===== config.mk =====
export PLATFORM = sky130hd
export DESIGN_NAME = ascii_bcd_assembler
export DESIGN_NICKNAME = d
export VERILOG_FILES = /design/src/rtl/ascii_bcd_pkg.sv /design/src/rtl/ascii_char_classifier.sv /design/src/rtl/ascii_bcd_assembler.sv
export SDC_FILE = /design/constraint.sdc
export NUM_CORES = 1
export LEC_CHECK = 0
export CORE_ASPECT_RATIO = 1.1
export CORE_UTILIZATION = 40
export CTS_BUF_LIST = sky130_fd_sc_hd__clkbuf_2 sky130_fd_sc_hd__clkbuf_4 sky130_fd_sc_hd__clkbuf_8
export DETAILED_ROUTE_END_ITERATION = 12
export GPL_TIMING_DRIVEN = 0
export HOLD_SLACK_MARGIN = 0.03
export PLACE_DENSITY = 0.7
export SLEW_MARGIN = 10
export SYNTH_ARGS = -nofsm -noshare
export SYNTH_HDL_FRONTEND = slang
export SYNTH_SLANG_ARGS = --single-unit
export TNS_END_PERCENT = 20

===== constraint.sdc =====
create_clock -name clk_i -period 2.1 [get_ports clk_i]
set_clock_uncertainty 0.15 [all_clocks]
set_input_delay 0.42 -clock clk_i [delete_from_list [all_inputs] [get_ports clk_i]]
set_output_delay 0.42 -clock clk_i [all_outputs]
set_load 0.02 [all_outputs]

===== src/rtl/ascii_bcd_pkg.sv =====
// Shared constants and types for the ASCII-to-packed-BCD line assembler.
package ascii_bcd_pkg;

    localparam logic [7:0] ASCII_ZERO = 8'h30;
    localparam logic [7:0] ASCII_NINE = 8'h39;
    localparam logic [7:0] ASCII_BS   = 8'h08;
    localparam logic [7:0] ASCII_DEL  = 8'h7F;
    localparam logic [7:0] ASCII_CR   = 8'h0D;
    localparam logic [7:0] ASCII_LF   = 8'h0A;
    localparam logic [7:0] ASCII_ESC  = 8'h1B;

    typedef enum logic [1:0] {
        IDLE  = 2'd0,
        ENTRY = 2'd1,
        HOLD  = 2'd2,
        ERROR = 2'd3
    } state_t;

    typedef enum logic [2:0] {
        CH_DIGIT     = 3'd0,
        CH_BACKSPACE = 3'd1,
        CH_COMMIT    = 3'd2,
        CH_ABORT     = 3'd3,
        CH_OTHER     = 3'd4
    } char_class_t;

endpackage


===== src/rtl/ascii_char_classifier.sv =====
// Combinational byte classifier: maps an ASCII byte to its editing role and digit value.
module ascii_char_classifier
    import ascii_bcd_pkg::*;
(
    input  logic [7:0]  data_i,
    output char_class_t char_class_o,
    output logic [3:0]  nibble_o
);

    assign nibble_o = data_i[3:0];

    // Decode the byte into one of the five editing classes
    always_comb begin
        char_class_o = CH_OTHER;
        if (data_i >= ASCII_ZERO && data_i <= ASCII_NINE) begin
            char_class_o = CH_DIGIT;
        end else if (data_i == ASCII_BS || data_i == ASCII_DEL) begin
            char_class_o = CH_BACKSPACE;
        end else if (data_i == ASCII_CR || data_i == ASCII_LF) begin
            char_class_o = CH_COMMIT;
        end else if (data_i == ASCII_ESC) begin
            char_class_o = CH_ABORT;
        end else begin
            char_class_o = CH_OTHER;
        end
    end

endmodule


===== src/rtl/ascii_bcd_assembler.sv =====
// Assembles an ASCII digit stream into a right-aligned packed-BCD word offered on valid/ready.
module ascii_bcd_assembler
    import ascii_bcd_pkg::*;
#(
    parameter int DIGITS = 10
) (
    input  logic                       clk_i,
    input  logic                       rst_i,
    input  logic [7:0]                 data_i,
    input  logic                       data_valid_i,
    output logic                       data_ready_o,
    output logic [4*DIGITS-1:0]        BCD_o,
    output logic                       BCD_valid_o,
    input  logic                       BCD_ready_i,
    output logic [$clog2(DIGITS+1)-1:0] digit_count_o,
    output logic                       error_o
);

    localparam int CW = $clog2(DIGITS + 1);
    localparam logic [CW-1:0] COUNT_MAX = CW'(DIGITS);
    localparam logic [CW-1:0] COUNT_ONE = CW'(1);
    localparam logic [CW-1:0] COUNT_ZERO = CW'(0);
    localparam logic [4*DIGITS-1:0] BCD_ZERO = '0;

    char_class_t         class_s;
    logic [3:0]          nibble_s;
    state_t              state_r, state_s;
    logic [4*DIGITS-1:0] bcd_r, bcd_s;
    logic [CW-1:0]       count_r, count_s;
    logic                valid_r, valid_s;
    logic                error_r, error_s;
    logic                ready_r, ready_s;
    logic                accept_s;
    logic                take_s;

    ascii_char_classifier u_classifier (
        .data_i       (data_i),
        .char_class_o (class_s),
        .nibble_o     (nibble_s)
    );

    assign accept_s = data_valid_i && ready_r;
    assign take_s   = valid_r && BCD_ready_i;

    // Next-state and datapath update for one accepted byte or consumer handshake
    always_comb begin
        state_s = state_r;
        bcd_s   = bcd_r;
        count_s = count_r;
        valid_s = valid_r;
        error_s = error_r;
        if (take_s) begin
            state_s = IDLE;
            bcd_s   = BCD_ZERO;
            count_s = COUNT_ZERO;
            valid_s = 1'b0;
        end else if (accept_s) begin
            case (class_s)
                CH_DIGIT: begin
                    if (state_r == ERROR) begin
                        state_s = ERROR;
                    end else if (count_r < COUNT_MAX) begin
                        bcd_s   = {bcd_r[4*DIGITS-5:0], nibble_s};
                        count_s = count_r + COUNT_ONE;
                        state_s = ENTRY;
                    end else begin
                        state_s = ERROR;
                        error_s = 1'b1;
                    end
                end
                CH_BACKSPACE: begin
                    if (state_r != ERROR && count_r != COUNT_ZERO) begin
                        bcd_s   = {4'h0, bcd_r[4*DIGITS-1:4]};
                        count_s = count_r - COUNT_ONE;
                        state_s = (count_r == COUNT_ONE) ? IDLE : ENTRY;
                    end else begin
                        state_s = state_r;
                    end
                end
                CH_COMMIT: begin
                    if (state_r == ENTRY) begin
                        state_s = HOLD;
                        valid_s = 1'b1;
                    end else if (state_r == ERROR) begin
                        state_s = IDLE;
                        bcd_s   = BCD_ZERO;
                        count_s = COUNT_ZERO;
                        error_s = 1'b0;
                    end else begin
                        state_s = state_r;
                    end
                end
                CH_ABORT: begin
                    state_s = IDLE;
                    bcd_s   = BCD_ZERO;
                    count_s = COUNT_ZERO;
                    error_s = 1'b0;
                end
                default: begin
                    state_s = state_r;
                end
            endcase
        end else begin
            state_s = state_r;
        end
        // Bytes are refused only while a committed word waits for its consumer
        ready_s = (state_s != HOLD);
    end

    // State and output registers
    always_ff @(posedge clk_i or posedge rst_i) begin
        if (rst_i) begin
            state_r <= IDLE;
            bcd_r   <= BCD_ZERO;
            count_r <= COUNT_ZERO;
            valid_r <= 1'b0;
            error_r <= 1'b0;
            ready_r <= 1'b0;
        end else begin
            state_r <= state_s;
            bcd_r   <= bcd_s;
            count_r <= count_s;
            valid_r <= valid_s;
            error_r <= error_s;
            ready_r <= ready_s;
        end
    end

    assign data_ready_o  = ready_r;
    assign BCD_o         = bcd_r;
    assign BCD_valid_o   = valid_r;
    assign digit_count_o = count_r;
    assign error_o       = error_r;

endmodule

==> summary.txt <==
This memo summarizes the results of the implementation run.

Place
The worst-case setup slack after placement is -1.279 ns. Summing all placed instances gives a cell area of 3357 um^2. In the placement report, post-DP HPWL is listed as 5.213 mm. The count of input and output buffers is 58. The final estimated routing congestion in global placement is 0.8224.

Global route
The via count of the first global-routing pass is 2562. For this run the aggregate overflow at the end of global routing stands at 0. The total routing usage reported by global routing is 0.2429.

The pin count of the biggest net entering global routing is 33.

Synth
Of all flip-flops after synthesis, the portion carrying an async set or reset was 1.000. The biggest area contributor in the post-synthesis netlist is dfrtp_1. The area fraction of the largest cell type after synthesis is 0.4660.

The predominant post-synthesis flop cell is dfrtp_1. The multiplexer share of the synthesized area is 0.003804. Grouping non-sequential cells by family puts the most area in AND-OR/OR-AND gates. In this run, the synthesized area fraction spent on xor and xnor cells is recorded as 0.

The synthesized netlist cell count is 255. The net count of the mapped netlist is 274. By count the netlist is led by dfrtp_1 (49), o21ai_0 (26), nor2_1 (25). The post-synthesis chip area from yosys is 2631 um^2. Per Yosys stat, the portion of area used by sequential elements is 0.4660. The adder and majority cell fraction of the synthesized area is 0.03329.

In this run, the synthesized area fraction spent on AND-OR/OR-AND gates is recorded as 0.2986. The per-instance average area after synthesis is 10.32 um^2. The count of library flops with an enable pin is 0. After synthesis, the netlist uses 48 different library cells. The synthesis log from Yosys contains 0 warnings. Yosys stat counts 255 cells in the synthesized netlist. In the post-synthesis netlist, the biggest area contributors are dfrtp_1 (47%), a221oi_1 (7.0%), o21ai_0 (4.9%). Before any placement, the netlist area is recorded as 2631 um^2.

Finish
The final report gives the core utilization as 0.5976. The multi-input combinational cells in the finished layout cover a total of 1523 um^2. The finished layout cell area is 3746 um^2.

The repair_antennas step left the layout with diodes totalling 0. The flip-flop and latch area is 1230 um^2. The share of layout cells above drive strength 1 is 0.2659. In the final layout, the fill cell count is 535.

Pwr
Summed over all nets, the switching power comes to 1.387 mW. Cell internal power was estimated by the tool at 2.183 mW. Power spread over the standard cell area amounts to 952.8 nW/um^2.

Of the total power, registers draw 0.444. The leakage component of the power was reported as 1.538 nW. The fraction of power spent switching nets is 0.3885.

Of the total power, the clock network draws 0.164. The analysis reports a worst IR drop on VDD of 0.0006858 V.

CTS
The cts-stage hold buffer count is 0. The number of clock sinks is 49. The maximum clock insertion buffer count is 2.

The clock-pin transition on the worst setup and hold timing paths is 0.09 ns. Per the CTS log, the root buffer master is clkbuf_8. At the later pin of the worst-skew pair, clock insertion delay measures 0.30 ns. Counting the buffers created by CTS gives 5. The level count of the clock H-tree is 2.

Outcome
The checks that failed: negative setup slack. The run finished, with violations left.

Min path
The kind of path behind the tightest hold check is in -> async.

Final timing
The end-of-flow timing check tallies setup violations at 46. For reference, the final report shows the max-slew violation count at 0. In this build the clock could be raised as far as 422.1 MHz. The part of the cycle the worst path needs is 1.128. The slew check shows that the tightest pin keeps a relative margin of 0.5963. The final timing report gives a worst setup slack of -0.2694 ns. The final hold violation count is 0. Looking at the max-slew report, the worst-margin pin has a slew of 0.6055 ns.

Die
The horizontal die dimension is 79.33 um. In this run the vertical extent of the chip is 87.07 um. The report lists the number of standard-cell rows as 30.

The die area is 6907 um^2. The I/O pin count is 59. In the floorplan report the effective utilization is 0.4198. The total area inside the core boundary comes to 6269 um^2.

Job
Max-cap violations in this run came to 0.

Route
The routed design has 7.919 mm of wire. Per the detail_route report, routed wire per instance is 19.27 um. The first-iteration detailed-routing DRC count is 162. The routed design shows a via density per instance of 6.088.

The iteration count recorded for the first detailed-route pass is 4.

Worst setup path
The worst endpoint required time is 2.18 ns. Max fanout on the critical path was recorded as 10. The worst setup path category is in -> reg.

STA classifies the critical path startpoint as an input pin. The arrival time of data at the worst endpoint is listed as 2.45 ns.
-- repair_timing --
action	4_1_cts	5_1_grt
pin swaps	14	9
cloned	1	0
buffers inserted	8	1
gates resized	68	32
setup endpoints to repair	48	47
-- worst paths after layout --
path | startpoint | to | depth (start not counted) | slack (ns)
setup / recovery | data_i[7] | BCD_o[19]$_DFFE_PP0P_ | 8 | -0.27
hold / removal | rst_i | BCD_o[32]$_DFFE_PP0P_ | 2 | 0.27
setup reg to reg | digit_count_o[2]$_DFFE_PP0P_ | BCD_o[19]$_DFFE_PP0P_ | 8 | -0.20
hold reg to reg | BCD_o[1]$_DFFE_PP0P_ | BCD_o[1]$_DFFE_PP0P_ | 1 | 0.38
max in group asynchronous | rst_i | digit_count_o[0]$_DFFE_PP0P_ | 3 | 1.01
min in group clk_i | data_i[3] | BCD_o[3]$_DFFE_PP0P_ | 3 | 0.35
-- cell type report --
class | count | area share
multi-input cells | 181 | 0.4065
plain buffers | 17 | 0.03006
inverters | 7 | 0.007014
flip-flops and latches | 49 | 0.3283
clock buffers | 8 | 0.02438
repair buffers | 69 | 0.1770
well taps | 80 | 0.02672
-- layer usage --
metal,share of wire,track usage,vias to the layer above
li1,-,-,1144
met1,0.46,0.3402,1262
met2,0.47,0.3887,84
met3,0.050,0.03560,12
met4,0.016,0.07438,0
met5,0,0,-
-- kinds of logic after synthesis --
group | after synthesis
AOI/OAI and AO/OA | 101
adders and majority gates | 7
buffers and inverters | 25
DFF | 49
muxes | 1
and+or+nand+nor | 72
-- power groups by stage --
stage                     logic [mW]  registers (mW)  clock network (mW)
after global routing            1.51            1.63               0.631
after detailed placement        1.36            1.53                   0
after CTS                       1.38            1.54               0.601
after floorplan                0.425            1.76                   0
final                           1.40            1.58               0.587
after global placement          1.33            1.53                   0
-- sequential cells by signal, indices dropped and copies added, names as in the netlist --
name / flops
BCD_o: 40
digit_count_o: 4
state_r: 2
BCD_valid_o: 1
data_ready_o: 1
error_o: 1
-- layout by cell type (no fill, tap or decap), types with 8 or more instances in the layout --
master,n
o21ai_0,26
o2bb2ai_1,10
nor2_1,24
buf_2,8
buf_4,10
a221o_1,8
clkdlybuf4s50_1,50
a221oi_2,16
dfrtp_1,46
a22oi_1,9
-- per-stage QoR --
step / std cells / hold slack (ns) / TNS, ns
finish: 411 / 0.2694 / -7.482
global route: 411 / 0.3168 / -9.613
CTS: 410 / 0.2805 / -8.215
detailed placement: 394 / 0.3552 / -50.63
global placement: 393 / 0.3569 / -80.84
floorplan: 255 / 0.3785 / -11.91
-- critical path: stages --
cell and delay [ns]:
buf_8 0.10, or4_4 0.56, a211o_4 0.31, and2_4 0.17
a31oi_4 0.28, buf_2 0.27, o21ai_0 0.17, nor2_1 0.17
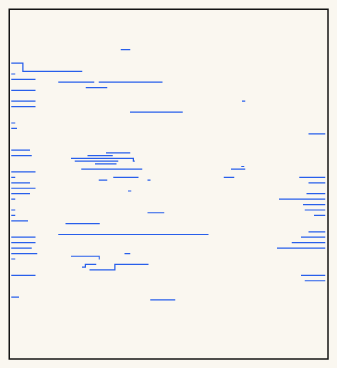
(M3 wires)
Scale: 4 px per um.
The wires run mostly horizontal. The layer holds 5.0% of the routed length. The longest straight run is 37.3 um.
DR vias: 2502
met3 global-route usage: 0.03560

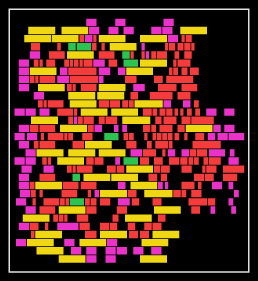
(cells colored by class)
Scale: 3 px per um.
all other logic: in red, cells 188. other buffers and delay cells: in magenta, cells 86. flip-flops: in yellow, cells 49. clock drivers and dummy loads: in green, cells 8.

Power is estimated from default activity; no workload was simulated.
